### config.mk
export PLATFORM = sky130hd
export DESIGN_NAME = text_buffer_arbiter
export DESIGN_NICKNAME = d
export VERILOG_FILES = /design/src/rtl/text_pkg.sv /design/src/rtl/text_cursor.sv /design/src/rtl/text_buffer_arbiter.sv
export SDC_FILE = /design/constraint.sdc
export NUM_CORES = 1
export LEC_CHECK = 0
export CORE_ASPECT_RATIO = 1.75
export CORE_UTILIZATION = 41
export CTS_CLUSTER_DIAMETER = 40
export CTS_CLUSTER_SIZE = 12
export DETAILED_ROUTE_END_ITERATION = 10
export PLACE_DENSITY = 0.65
export SLEW_MARGIN = 20
export SYNTH_ARGS = -nofsm -noshare
export SYNTH_HDL_FRONTEND = slang
export SYNTH_SLANG_ARGS = --single-unit
### constraint.sdc
create_clock -name MemoryClk -period 3.8 [get_ports MemoryClk]
set_input_delay 0.95 -clock MemoryClk [delete_from_list [all_inputs] [get_ports MemoryClk]]
set_output_delay 0.95 -clock MemoryClk [all_outputs]
set_load 0.01 [all_outputs]
### src/rtl/text_pkg.sv
// Shared constants and type encodings for the character-RAM write arbiter.
// Contents: screen geometry, RAM address width, fill code, terminal control
// codes, FSM state encoding, round-robin owner encoding and cursor operations.
package text_pkg;

    localparam int unsigned COLS   = 100;  // 800 px / 8 px glyph
    localparam int unsigned ROWS   = 30;   // 480 px / 16 px glyph
    localparam int unsigned ADDR_W = 12;
    localparam int unsigned COL_W  = 7;
    localparam int unsigned ROW_W  = 5;
    localparam int unsigned CELLS  = COLS * ROWS;

    localparam logic [7:0] BLANK = 8'h20;
    localparam logic [7:0] CH_BS = 8'h08;
    localparam logic [7:0] CH_LF = 8'h0A;
    localparam logic [7:0] CH_FF = 8'h0C;
    localparam logic [7:0] CH_CR = 8'h0D;

    typedef enum logic [0:0] {StClear, StIdle} state_e;

    // Requester that completed the most recent handshake.
    typedef enum logic [0:0] {RrStream, RrDirect} rr_e;

    typedef enum logic [2:0] {
        CurNone,
        CurAdvance,
        CurCr,
        CurLf,
        CurBs
    } cur_op_e;

endpackage

### src/rtl/text_cursor.sv
// Terminal cursor: holds column/row, applies advance/CR/LF/BS with wrap-around
// (no scrolling) and presents the linear cell address row*COLS+col.
// Ports:
//   clk, rst_n : clock, asynchronous active-low reset
//   home       : force cursor to 0/0 (takes priority over op)
//   op         : cursor operation for this cycle
//   col, row   : current cursor position
//   addr       : linear RAM address of the current cell
module text_cursor
    import text_pkg::*;
(
    input  logic              clk,
    input  logic              rst_n,
    input  logic              home,
    input  cur_op_e           op,
    output logic [COL_W-1:0]  col,
    output logic [ROW_W-1:0]  row,
    output logic [ADDR_W-1:0] addr
);

    logic [COL_W-1:0] col_q, col_d;
    logic [ROW_W-1:0] row_q, row_d;
    logic [ROW_W-1:0] row_inc;

    always_ff @(posedge clk or negedge rst_n) begin
        if (!rst_n) begin
            col_q <= '0;
            row_q <= '0;
        end else begin
            col_q <= col_d;
            row_q <= row_d;
        end
    end

    // Bottom row wraps to the top; the renderer has no scroll support.
    assign row_inc = (row_q == ROW_W'(ROWS - 1)) ? '0 : row_q + ROW_W'(1);

    always_comb begin
        col_d = col_q;
        row_d = row_q;
        if (home) begin
            col_d = '0;
            row_d = '0;
        end else begin
            unique case (op)
                CurAdvance: begin
                    if (col_q == COL_W'(COLS - 1)) begin
                        col_d = '0;
                        row_d = row_inc;
                    end else begin
                        col_d = col_q + COL_W'(1);
                    end
                end
                CurCr: col_d = '0;
                CurLf: row_d = row_inc;
                CurBs: if (col_q != '0) col_d = col_q - COL_W'(1);
                default: ;
            endcase
        end
    end

    assign col  = col_q;
    assign row  = row_q;
    assign addr = ADDR_W'(row_q) * ADDR_W'(COLS) + ADDR_W'(col_q);

endmodule

### src/rtl/text_buffer_arbiter.sv
// Sole owner of the character-RAM write port for the text renderer.
// Sweeps the whole screen with BLANK after reset and on request, then
// round-robins between a terminal-style character stream and direct cell
// writes. All RAM outputs are registered: an accept in cycle N writes in N+1.
// Ports:
//   MemoryClk, nRST          : clock, asynchronous active-low reset
//   clear_req                : pulse, full clear plus cursor home
//   s_valid/s_data/s_ready   : character stream handshake
//   d_valid/d_addr/d_data/d_ready : direct cell write handshake
//   ram_we/ram_addr/ram_wdata: character RAM write port
//   cursor_col, cursor_row   : stream cursor position
//   busy                     : clear sweep in progress
module text_buffer_arbiter
    import text_pkg::*;
(
    input  logic              MemoryClk,
    input  logic              nRST,
    input  logic              clear_req,
    input  logic              s_valid,
    input  logic [7:0]        s_data,
    output logic              s_ready,
    input  logic              d_valid,
    input  logic [ADDR_W-1:0] d_addr,
    input  logic [7:0]        d_data,
    output logic              d_ready,
    output logic              ram_we,
    output logic [ADDR_W-1:0] ram_addr,
    output logic [7:0]        ram_wdata,
    output logic [COL_W-1:0]  cursor_col,
    output logic [ROW_W-1:0]  cursor_row,
    output logic              busy
);

    state_e             state_q, state_d;
    rr_e                rr_q, rr_d;
    logic [ADDR_W-1:0]  clr_cnt_q, clr_cnt_d;
    logic               we_d;
    logic [ADDR_W-1:0]  addr_d;
    logic [7:0]         wdata_d;
    logic               s_acc, d_acc;
    logic               cur_home;
    cur_op_e            cur_op;
    logic [ADDR_W-1:0]  cur_addr;

    text_cursor u_cursor (
        .clk   (MemoryClk),
        .rst_n (nRST),
        .home  (cur_home),
        .op    (cur_op),
        .col   (cursor_col),
        .row   (cursor_row),
        .addr  (cur_addr)
    );

    always_ff @(posedge MemoryClk or negedge nRST) begin
        if (!nRST) begin
            state_q   <= StClear;
            rr_q      <= RrDirect;
            clr_cnt_q <= '0;
            ram_we    <= 1'b0;
            ram_addr  <= '0;
            ram_wdata <= '0;
        end else begin
            state_q   <= state_d;
            rr_q      <= rr_d;
            clr_cnt_q <= clr_cnt_d;
            ram_we    <= we_d;
            ram_addr  <= addr_d;
            ram_wdata <= wdata_d;
        end
    end

    assign s_acc = s_valid & s_ready;
    assign d_acc = d_valid & d_ready;

    always_comb begin
        state_d   = state_q;
        rr_d      = rr_q;
        clr_cnt_d = clr_cnt_q;
        we_d      = 1'b0;
        addr_d    = ram_addr;
        wdata_d   = ram_wdata;
        cur_home  = 1'b0;
        cur_op    = CurNone;
        unique case (state_q)
            StClear: begin
                we_d      = 1'b1;
                addr_d    = clr_cnt_q;
                wdata_d   = BLANK;
                clr_cnt_d = clr_cnt_q + ADDR_W'(1);
                if (clr_cnt_q == ADDR_W'(CELLS - 1)) state_d = StIdle;
            end
            StIdle: begin
                if (clear_req) begin
                    state_d   = StClear;
                    clr_cnt_d = '0;
                    cur_home  = 1'b1;
                end else if (s_acc) begin
                    rr_d = RrStream;
                    unique case (s_data)
                        CH_CR: cur_op = CurCr;
                        CH_LF: cur_op = CurLf;
                        CH_BS: begin
                            // Rubs out the cell to the left; at column 0 it is a no-op.
                            if (cursor_col != '0) begin
                                cur_op  = CurBs;
                                we_d    = 1'b1;
                                addr_d  = cur_addr - ADDR_W'(1);
                                wdata_d = BLANK;
                            end
                        end
                        CH_FF: begin
                            state_d   = StClear;
                            clr_cnt_d = '0;
                            cur_home  = 1'b1;
                        end
                        default: begin
                            if (s_data >= 8'h20 && s_data <= 8'h7E) begin
                                cur_op  = CurAdvance;
                                we_d    = 1'b1;
                                addr_d  = cur_addr;
                                wdata_d = s_data;
                            end
                        end
                    endcase
                end else if (d_acc) begin
                    rr_d = RrDirect;
                    // Out-of-range cells are accepted but dropped.
                    if (d_addr < ADDR_W'(CELLS)) begin
                        we_d    = 1'b1;
                        addr_d  = d_addr;
                        wdata_d = d_data;
                    end
                end
            end
            default: state_d = StClear;
        endcase
    end

    // When both requesters are valid, the one that did not win last time goes.
    always_comb begin
        busy    = (state_q == StClear);
        s_ready = (state_q == StIdle) & ~clear_req & (~d_valid | (rr_q == RrDirect));
        d_ready = (state_q == StIdle) & ~clear_req & (~s_valid | (rr_q == RrStream));
    end

endmodule

==> summary.txt <==
The following summarizes the physical implementation.

GRT
The number of antenna violations at the first check in global routing is 0. The first global-routing pass estimated 17,000 um of wire. The via count of the first global-routing pass was 3,543.

Entering global routing, the biggest net connects 48 pins.

Worst setup path
The timing report gives the worst reg2reg path a setup slack of 270 ps. OpenSTA lists the critical path endpoint as ram_addr[11]$_DFFE_PN0P_. The critical path required time is 3980 ps. STA lists the endpoint of the worst register-to-register path as ram_addr[11]$_DFFE_PN0P_. The maximum cell stage delay along the critical path is 430 ps.

The report lists the cells along the critical path as inv_1 > ha_1 > inv_1 > ha_1 > ha_1 > ha_1 > nand2b_1 > o2bb2ai_2 > nand2_1 > or3_1 > a2111oi_1 > xnor2_1 > a221o_1. The worst reg2reg path startpoint is u_cursor.row[3]$_DFFE_PN0P_. The cell type with the highest occurrence count on the critical path is sky130_fd_sc_hd__ha_1.

Floorplan
The floorplan has 45 rows. The effective utilization at floorplan is 0.426. The floorplan die area is 9540 sq um.

Logic synthesis
The fraction of the mapped netlist area in simple logic gates is 0.246. The multiplexer area fraction after synthesis is 0.0167. The and-or/or-and share of the synthesized area is 0.215.

The summed standard-cell area reported by yosys is 3750 sq um. The total of warnings raised by yosys is 0. The commonest register cell after synthesis is sky130_fd_sc_hd__dfrtp_1.

Pwr
The leakage component of the power is 1.98 nW. Of the total power, combinational logic draws 0.067. Of the total power, registers draw 0.494. For this design the total switching power over the nets is 233 uW. For this design the ratio of total power to cell area is 211 nW/um^2.

Final timing
Post-route period utilization is reported as 0.930. The transition time recorded at the tightest slew-check pin is 875 ps. Across all checked pins, the minimum headroom to the slew limit is 0.415. The worst-case clock skew is 7.33 ps. The maximum frequency from static timing analysis is 283 MHz.

Layout
The number of antenna cells inserted is 0. The proportion of layout cells with a drive suffix above 1 is 0.0866. The top logic cell by instance count in the layout is sky130_fd_sc_hd__clkdlybuf4s50_1. From synthesis to final layout, the design area changed by 27.9%.

Detailed routing
The first-pass iteration count of the detailed router is 4. The detailed router reported a total wirelength of 10,500 um. The final routed wire length divided by cell count is 16.3 um.

Clock network
The CTS report gives the tree buffer count as 5. The post-CTS repair timing setup buffer count is 0. TritonCTS built the clock tree.

Worst hold path
The worst hold path startpoint is ram_wdata[1]$_DFFE_PN0P_. The most critical min-delay path falls under flop to flop.

Run status
The run finished with clean final reports.

Placed design
Note, the detailed placer reported a final HPWL of 8170 um.
[per-layer routing]
layer,vias up,GRT usage
li1,1800,-
met1,1715,0.259
met2,90,0.417
met3,25,0.0274
met4,0,0.112
met5,-,0
[critical path: cells and delay by family (launching register included)]
family          cells  cell delay [ps]
fa+ha+maj           4             1160
simple gates        3              650
buf+inv             2              100
compound gates      3              950
flops               1              430
xor+xnor            1              110
[registers in the layout (all words and copies together), names as in the netlist]
| name | cells |
|---|---|
| u_cursor.col | 7 |
| rr_q | 1 |
| u_cursor.row | 5 |
| clr_cnt_q | 12 |
| state_q | 1 |
| ram_addr | 12 |
| ram_we | 1 |
| ram_wdata | 8 |
[logic make-up (layout without fill, tap and decap cells)]
kind of cell	count (synthesis)	after routing
compound gates	131	131
simple gates	180	180
fa+ha+maj	29	29
mux	6	6
xor+xnor	27	27
buf+inv	42	111
flops	47	47
[cells in the mapped netlist, drive strengths merged (3+ instances only)]
cell type	n	share of area
nand2	49	0.049
a21oi	47	0.063
dfrtp	46	0.31
nor2	45	0.045
o21ai	34	0.045
ha	27	0.090
xnor2	21	0.049
nand3	20	0.027
clkbuf	19	0.019
inv	16	0.016
a211oi	10	0.020
a31oi	7	0.012
and3	7	0.012
buf	7	0.0084
or3	7	0.012
nand2b	6	0.010
nor3b	6	0.012
xor2	6	0.014
and2	5	0.0084
nand4	5	0.0084
nor2b	5	0.0084
nor3	5	0.0067
a21o	4	0.0080
mux2i	4	0.011
nand3b	4	0.0080
a221o	3	0.0084
nor4	3	0.0050
o21bai	3	0.0060
[power groups by stage]
| stage | clock network (mW) | registers (mW) | logic, mW |
|---|---|---|---|
| 6_report | 0.445 | 0.500 | 0.0683 |
| 4_1_cts | 0.453 | 0.500 | 0.0690 |
| 5_1_grt | 0.475 | 0.500 | 0.0742 |
| 2_1_floorplan | 0 | 0.510 | 0.0146 |
| 3_5_place_dp | 0 | 0.510 | 0.0684 |
| 3_3_place_gp | 0 | 0.510 | 0.0679 |
[per-stage QoR]
stage / hold slack [ps] / instance area, sq um
floorplan: 472 / 3750
CTS: 528 / 4770
detailed placement: 513 / 4630
global route: 571 / 4790
global placement: 498 / 4630
finish: 524 / 4790
[cell type report]
cell class	instances	area, sq um	share of cell area
Clock buffer	5	125	0.0261
Clock inverter	3	20.0	0.00418
Inverter	16	60.1	0.0125
Multi-Input combinational cell	373	2430	0.507
Sequential cell	47	1180	0.246
Tap cell	117	146	0.0306
Timing Repair Buffer	87	833	0.174
[what timing repair did]
item                       in CTS  in global routing
setup endpoints to repair       0                  1
hold endpoints to repair        0                  0
resized                         0                  3
Figure 1. Power grid.
Pins as bars on the die edge. Tap cells in gray.
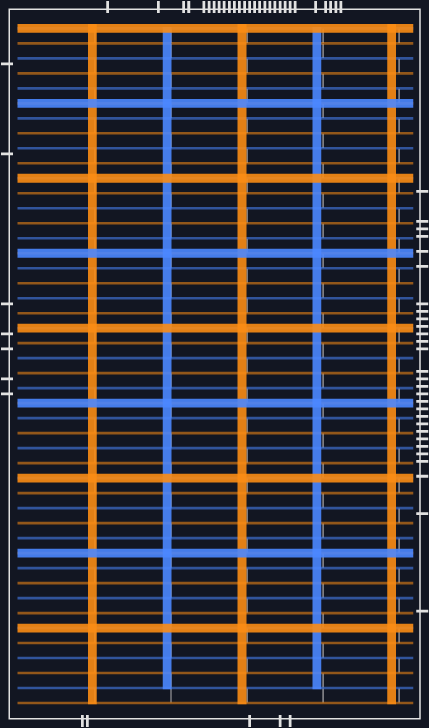
[VSS] orange
[VDD] blue
rows: 45
met4 straps: 5
met1 rails: 46
met5 straps: 9
signal pins: 69
Die Span Y: 128 um
Max VDD drop: 0.150 mV

Figure 2. Placement by cell class.
The bar under the picture is 20 um long. Fill, decap, tap and diode cells in gray.
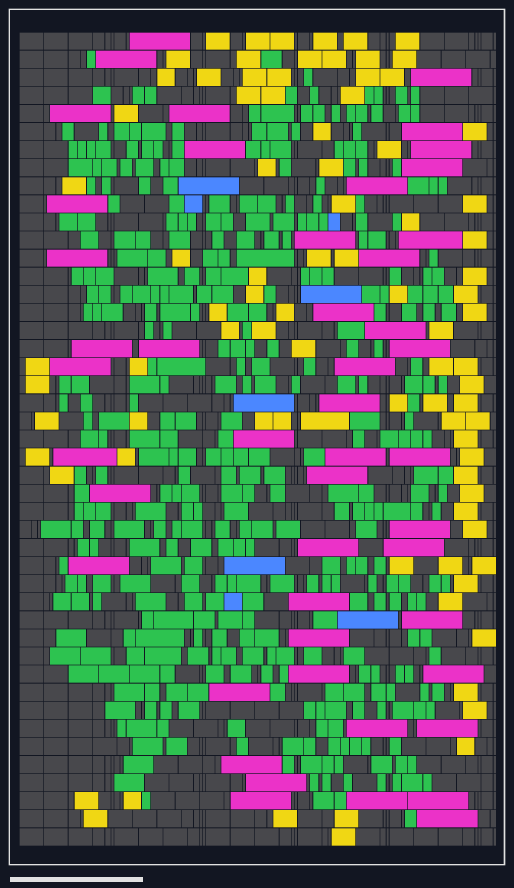
[other buffers and delay cells] yellow | cells: 87 | share of their area: 18%
[clock drivers and dummy loads] blue | cells: 8 | share of their area: 3.1%
[flops] magenta | cells: 47 | share of their area: 25%
[all other logic] green | cells: 389 | share of their area: 54%

Power figures rest on the tool's default switching activity, not on a simulated workload.
